--- config.mk ---
export PLATFORM = sky130hd
export DESIGN_NAME = uart_hex_rx
export DESIGN_NICKNAME = d
export VERILOG_FILES = /design/src/rtl/uart_hex_rx.sv
export SDC_FILE = /design/constraint.sdc
export NUM_CORES = 1
export LEC_CHECK = 0
export ABC_AREA = 1
export CAP_MARGIN = 20
export CORE_AREA = 4 4 117 119
export DETAILED_ROUTE_END_ITERATION = 8
export DIE_AREA = 0 0 121 123
export PLACE_DENSITY = 0.9
export SYNTH_ARGS = -nofsm -noshare
export SYNTH_HDL_FRONTEND = slang
export SYNTH_SLANG_ARGS = --single-unit
--- constraint.sdc ---
create_clock -name CLK -period 3 [get_ports CLK]
set_clock_uncertainty 0.2 [all_clocks]
set_input_delay 0.6 -clock CLK [delete_from_list [all_inputs] [get_ports CLK]]
set_output_delay 0.6 -clock CLK [all_outputs]
set_load 0.02 [all_outputs]
--- src/rtl/uart_hex_rx.sv ---
// uart_hex_rx: 8N1 UART receiver feeding an ASCII hex line parser.
// Each LF-terminated line of up to MAX_DIGITS hex digits (spaces/CR ignored)
// is reported as a right-aligned 64-bit word, or flagged as an error line.

`ifndef SERIAL_WCNT
`define SERIAL_WCNT 16
`endif

module uart_hex_rx #(
    parameter int unsigned BIT_CLKS   = `SERIAL_WCNT,
    parameter int unsigned MAX_DIGITS = 16
) (
    input  logic        CLK,
    input  logic        RST_X,
    input  logic        w_rxd,
    output logic        r_byte_valid,
    output logic [7:0]  r_byte,
    output logic        r_valid,
    output logic [63:0] r_data,
    output logic [4:0]  r_digits,
    output logic        r_err,
    output logic        r_busy
);

    localparam logic [2:0] ST_IDLE  = 3'd0;
    localparam logic [2:0] ST_START = 3'd1;
    localparam logic [2:0] ST_DATA  = 3'd2;
    localparam logic [2:0] ST_STOP  = 3'd3;
    localparam logic [2:0] ST_BREAK = 3'd4;

    localparam logic [15:0] HALF_LAST = 16'(BIT_CLKS / 2 - 1);
    localparam logic [15:0] FULL_LAST = 16'(BIT_CLKS - 1);
    localparam logic [4:0]  DIG_MAX   = 5'(MAX_DIGITS);

    localparam logic [7:0] CH_LF = 8'h0A;
    localparam logic [7:0] CH_CR = 8'h0D;
    localparam logic [7:0] CH_SP = 8'h20;

    logic        rxd_meta, rxd_s;
    logic [2:0]  state_q, state_d;
    logic [15:0] timer_q, timer_d;
    logic [2:0]  idx_q, idx_d;
    logic [7:0]  shift_q, shift_d;
    logic        byte_done, frame_err;

    logic [63:0] acc_q, acc_d;
    logic [4:0]  count_q, count_d;
    logic        line_err_q, line_err_d;
    logic        valid_d, err_d;
    logic [63:0] data_d;
    logic [4:0]  digits_d;
    logic        is_hex;
    logic [3:0]  nibble;

    // Two-flop synchronizer; idles high so reset does not look like a start bit
    always_ff @(posedge CLK or negedge RST_X) begin
        if (!RST_X) begin
            rxd_meta <= 1'b1;
            rxd_s    <= 1'b1;
        end else begin
            rxd_meta <= w_rxd;
            rxd_s    <= rxd_meta;
        end
    end

    // Receive FSM next-state: mid-bit sampling off a free-running bit timer
    always_comb begin
        state_d   = state_q;
        timer_d   = timer_q;
        idx_d     = idx_q;
        shift_d   = shift_q;
        byte_done = 1'b0;
        frame_err = 1'b0;
        case (state_q)
            ST_IDLE: begin
                if (!rxd_s) begin
                    state_d = ST_START;
                    timer_d = '0;
                end
            end
            ST_START: begin
                if (timer_q == HALF_LAST) begin
                    timer_d = '0;
                    if (rxd_s) begin
                        state_d = ST_IDLE;
                    end else begin
                        state_d = ST_DATA;
                        idx_d   = '0;
                    end
                end else begin
                    timer_d = timer_q + 16'd1;
                end
            end
            ST_DATA: begin
                if (timer_q == FULL_LAST) begin
                    timer_d = '0;
                    shift_d = {rxd_s, shift_q[7:1]};
                    if (idx_q == 3'd7) begin
                        state_d = ST_STOP;
                    end else begin
                        idx_d = idx_q + 3'd1;
                    end
                end else begin
                    timer_d = timer_q + 16'd1;
                end
            end
            ST_STOP: begin
                if (timer_q == FULL_LAST) begin
                    timer_d = '0;
                    if (rxd_s) begin
                        byte_done = 1'b1;
                        state_d   = ST_IDLE;
                    end else begin
                        frame_err = 1'b1;
                        state_d   = ST_BREAK;
                    end
                end else begin
                    timer_d = timer_q + 16'd1;
                end
            end
            ST_BREAK: begin
                if (rxd_s) begin
                    state_d = ST_IDLE;
                end
            end
            default: state_d = ST_IDLE;
        endcase
    end

    // Receive FSM state and byte output registers
    always_ff @(posedge CLK or negedge RST_X) begin
        if (!RST_X) begin
            state_q      <= ST_IDLE;
            timer_q      <= '0;
            idx_q        <= '0;
            shift_q      <= '0;
            r_byte_valid <= 1'b0;
            r_byte       <= '0;
        end else begin
            state_q      <= state_d;
            timer_q      <= timer_d;
            idx_q        <= idx_d;
            shift_q      <= shift_d;
            r_byte_valid <= byte_done;
            if (byte_done) begin
                r_byte <= shift_q;
            end
        end
    end

    assign r_busy = (state_q == ST_START) || (state_q == ST_DATA) || (state_q == ST_STOP);

    // ASCII hex digit decode of the last received byte
    always_comb begin
        is_hex = 1'b0;
        nibble = 4'h0;
        if (r_byte >= 8'h30 && r_byte <= 8'h39) begin
            is_hex = 1'b1;
            nibble = r_byte[3:0];
        end else if ((r_byte >= 8'h41 && r_byte <= 8'h46) ||
                     (r_byte >= 8'h61 && r_byte <= 8'h66)) begin
            is_hex = 1'b1;
            nibble = r_byte[3:0] + 4'd9;
        end
    end

    // Line parser next-state; a framing error only poisons the current line
    always_comb begin
        acc_d      = acc_q;
        count_d    = count_q;
        line_err_d = line_err_q | frame_err;
        valid_d    = 1'b0;
        err_d      = 1'b0;
        data_d     = r_data;
        digits_d   = r_digits;
        if (r_byte_valid) begin
            if (is_hex) begin
                if (count_q < DIG_MAX) begin
                    acc_d   = {acc_q[59:0], nibble};
                    count_d = count_q + 5'd1;
                end else begin
                    line_err_d = 1'b1;
                end
            end else if (r_byte == CH_LF) begin
                if (line_err_q) begin
                    err_d = 1'b1;
                end else if (count_q != 5'd0) begin
                    valid_d  = 1'b1;
                    data_d   = acc_q;
                    digits_d = count_q;
                end
                acc_d      = '0;
                count_d    = '0;
                line_err_d = frame_err;
            end else if (r_byte != CH_SP && r_byte != CH_CR) begin
                line_err_d = 1'b1;
            end
        end
    end

    // Line parser registers and line-level outputs
    always_ff @(posedge CLK or negedge RST_X) begin
        if (!RST_X) begin
            acc_q      <= '0;
            count_q    <= '0;
            line_err_q <= 1'b0;
            r_valid    <= 1'b0;
            r_err      <= 1'b0;
            r_data     <= '0;
            r_digits   <= '0;
        end else begin
            acc_q      <= acc_d;
            count_q    <= count_d;
            line_err_q <= line_err_d;
            r_valid    <= valid_d;
            r_err      <= err_d;
            r_data     <= data_d;
            r_digits   <= digits_d;
        end
    end

endmodule

Fig. 1: signal wires on met3
The bar under the picture is 20 um long.
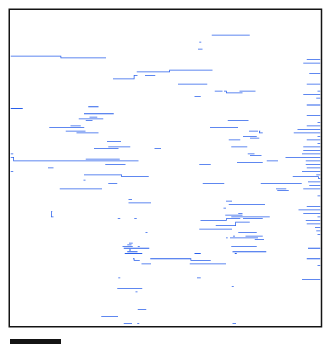
- share of all routed wire: 5.6%
- wire length on this layer: 889 um

Fig. 2: placed standard cells
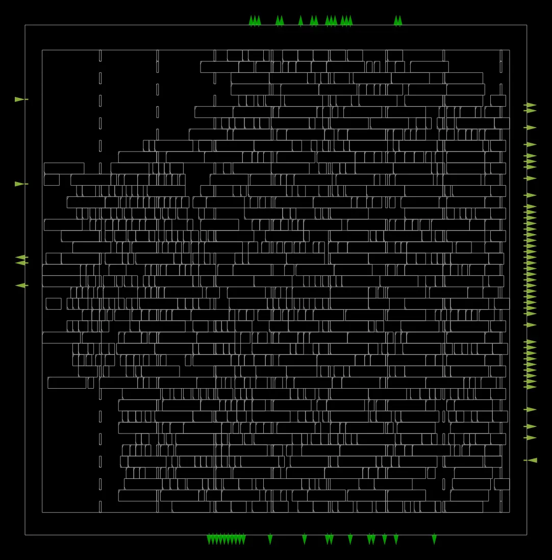
Non-Filler Instances: 1043
Tapcells: 172
seq_cells: 182
fillcell total: 818

Fig. 3: routed metal, one color a layer
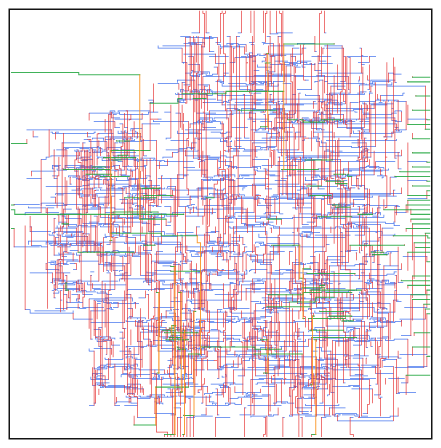
- metal 1: blue (wire length 6650 um)
- metal 4: orange (wire length 413 um)
- metal 3: green (wire length 889 um)
- metal 2: red (wire length 7910 um)

==> impl_metrics.py <==
# Generated from Yosys and OpenROAD reports
metrics = {
    "cts": {
        "cts-root-buf": "clkbuf_16",
        "cts_setup_buffers": 0,
        "ctsHtreeMaxLevel": 4,
        "clock_latency_ns": 0.43,
        "cts_buffer_depth": 2,
        "clk_pin_slew_ns": 0.06,
        "cts_tree": "yes",
        "cts_made_buffers": 17,
    },
    "die": {
        "fp.dieH_um": 123,
        "ios": 84,
    },
    "placed_design": {
        "pre_cts_slack_ns": 0.6634,
        "hpwl_um": 10310,
        "routabilityCongestion": 0.8521,
    },
    "timing": {
        "holdWs_ns": 0.1557,
        "finalCritPeriodShare_pct": 82.98,
        "hold_viol": 0,
        "fin_crit_ns": 2.489,
        "max_freq_ghz": 0.4017,
        "slew_headroom_pct": 52.16,
        "rsz0062_at_grt": "false",
        "fin_ws_ns": 0.5107,
    },
    "power": {
        "p_total_mw": 5.297,
        "leakage_nw": 4.111,
    },
    "yosys": {
        "ys_sh_mux_pct": 0,
        "yosysUniqueCellTypes": 28,
        "synth-cells-yosys": 780,
        "logic_family": "simple AND/OR/NAND/NOR gates",
        "postSynthSeqShare_pct": 61.28,
        "async_flop_share_pct": 100.0,
        "syn_area_um2": 7436,
        "syn_area_per_cell_um2": 9.533,
        "synth-compound-area-share_pct": 12.05,
    },
    "status": {
        "status": "completed",
    },
    "cells_and_area": {
        "stdcell_area_um2": 9061,
        "comb_area_um2": 2325,
        "seq_area_um2": 4557,
        "antennaDiodeCount": 0,
        "layout_top_cell": "dfrtp_1",
    },
    "flow_run": {
        "cap_violations": 0,
    },
    "routing": {
        "drt-initial-drc-count": 626,
        "firstDrtPassIters": 6,
        "vias_per_cell": 5.490,
    },
    "setup_path": {
        "worstPathMaxFanout": 4,
        "reg2reg_to": "acc_q[62]",
        "crit_slowest_cell": "clkdlybuf4s50_1",
        "cp-startpoint": "state_q[1]",
    },
    "global_route": {
        "track_usage_pct": 23.11,
        "grt_max_degree": 75,
    },
    "hold_path": {
        "holdPathEnd": "rxd_s",
    },
}
Fig. 4: clock network drawn from the DEF
The bar under the picture is 20 um long.
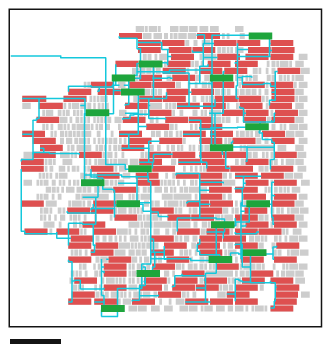
- flip-flops: red (count 182)
- clock drivers: green (count 17)
- clock wires: cyan (length 1840 um)
- routed clock nets: 18

Fig. 5: zoomed window
Window x 40 to 80, y 17 to 57 um. Cells in gray, sequential cells in the stronger gray; small squares are vias.
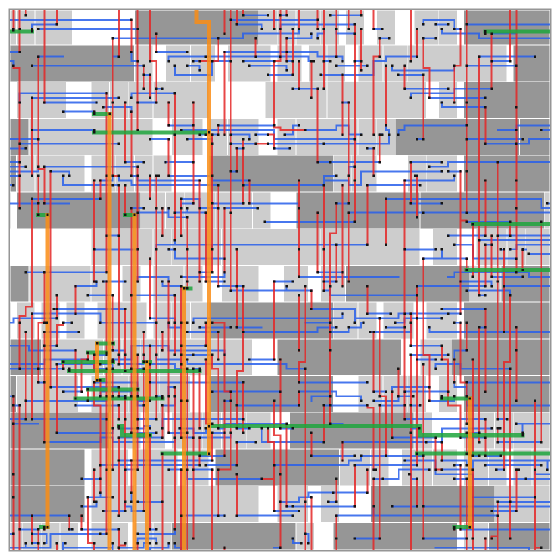
- metal 3: green
- metal 2: red
- metal 4: orange
- metal 1: blue
- most frequent: nand2_1 (30), dfrtp_1 (25), inv_1 (22)
- cells with their middle in the window: 155
- sequential cells in the window: 25
- netlist names of flops here include: `acc_q` (12), `count_q` (3), `r_byte` (3)

-- worst max-delay path: cells and delay by family (launching register included) --
kind,cells,cell delay (ns)
buffers and inverters,1,0.54
DFF,1,0.42
and+or+nand+nor,2,0.29
-- layout make-up --
type / instances / share of cell area, %
Sequential cell: 182 / 50.29
Multi-Input combinational cell: 462 / 25.66
Timing Repair Buffer: 91 / 10.43
Clock buffer: 22 / 5.344
Inverter: 104 / 4.308
Tap cell: 172 / 2.375
Clock inverter: 10 / 1.602
-- state kept, by name, summed over array words and instances (netlist names) --
name,count
acc_q,64
r_data,64
timer_q,16
r_byte,8
shift_q,8
count_q,5
r_digits,5
idx_q,3
state_q,3
line_err_q,1
r_byte_valid,1
r_err,1
r_valid,1
rxd_meta,1
rxd_s,1
-- report_power, final --
group	internal, mW	switching [mW]
clock network	1.40	0.909
registers	2.50	0.0401
logic	0.130	0.316
-- cells in the mapped netlist (5+ instances only) --
library cell    n  area (um2)
buf_2          20       100.1
clkbuf_1        7       26.28
dfrtp_1       180        4504
ha_1            9       112.6
inv_1          99       371.6
inv_2           5       18.77
nand2_1       174       653.1
nand3_1        33       165.2
nand4_1        10       62.56
nor2_1         41       153.9
o21ai_0        96       480.5
o22ai_1        58       362.9
xor2_1         13       113.9
-- layer usage --
| metal | GRT usage [%] | vias up | wire length (um) |
|---|---|---|---|
| li1 | - | 2701 | - |
| met1 | 30.11 | 2769 | 6648 |
| met2 | 37.93 | 218 | 7906 |
| met3 | 4.758 | 38 | 888 |
| met4 | 10.20 | 0 | 413 |
| met5 | 0 | - | 0 |
-- repair_timing --
item | in CTS | in global routing
hold buffers | 1 | 0
hold endpoints to repair | 65 | 0
setup endpoints to repair | 0 | 0
resized | 0 | 0
Power figures rest on the tool's default switching activity, not on a simulated workload.
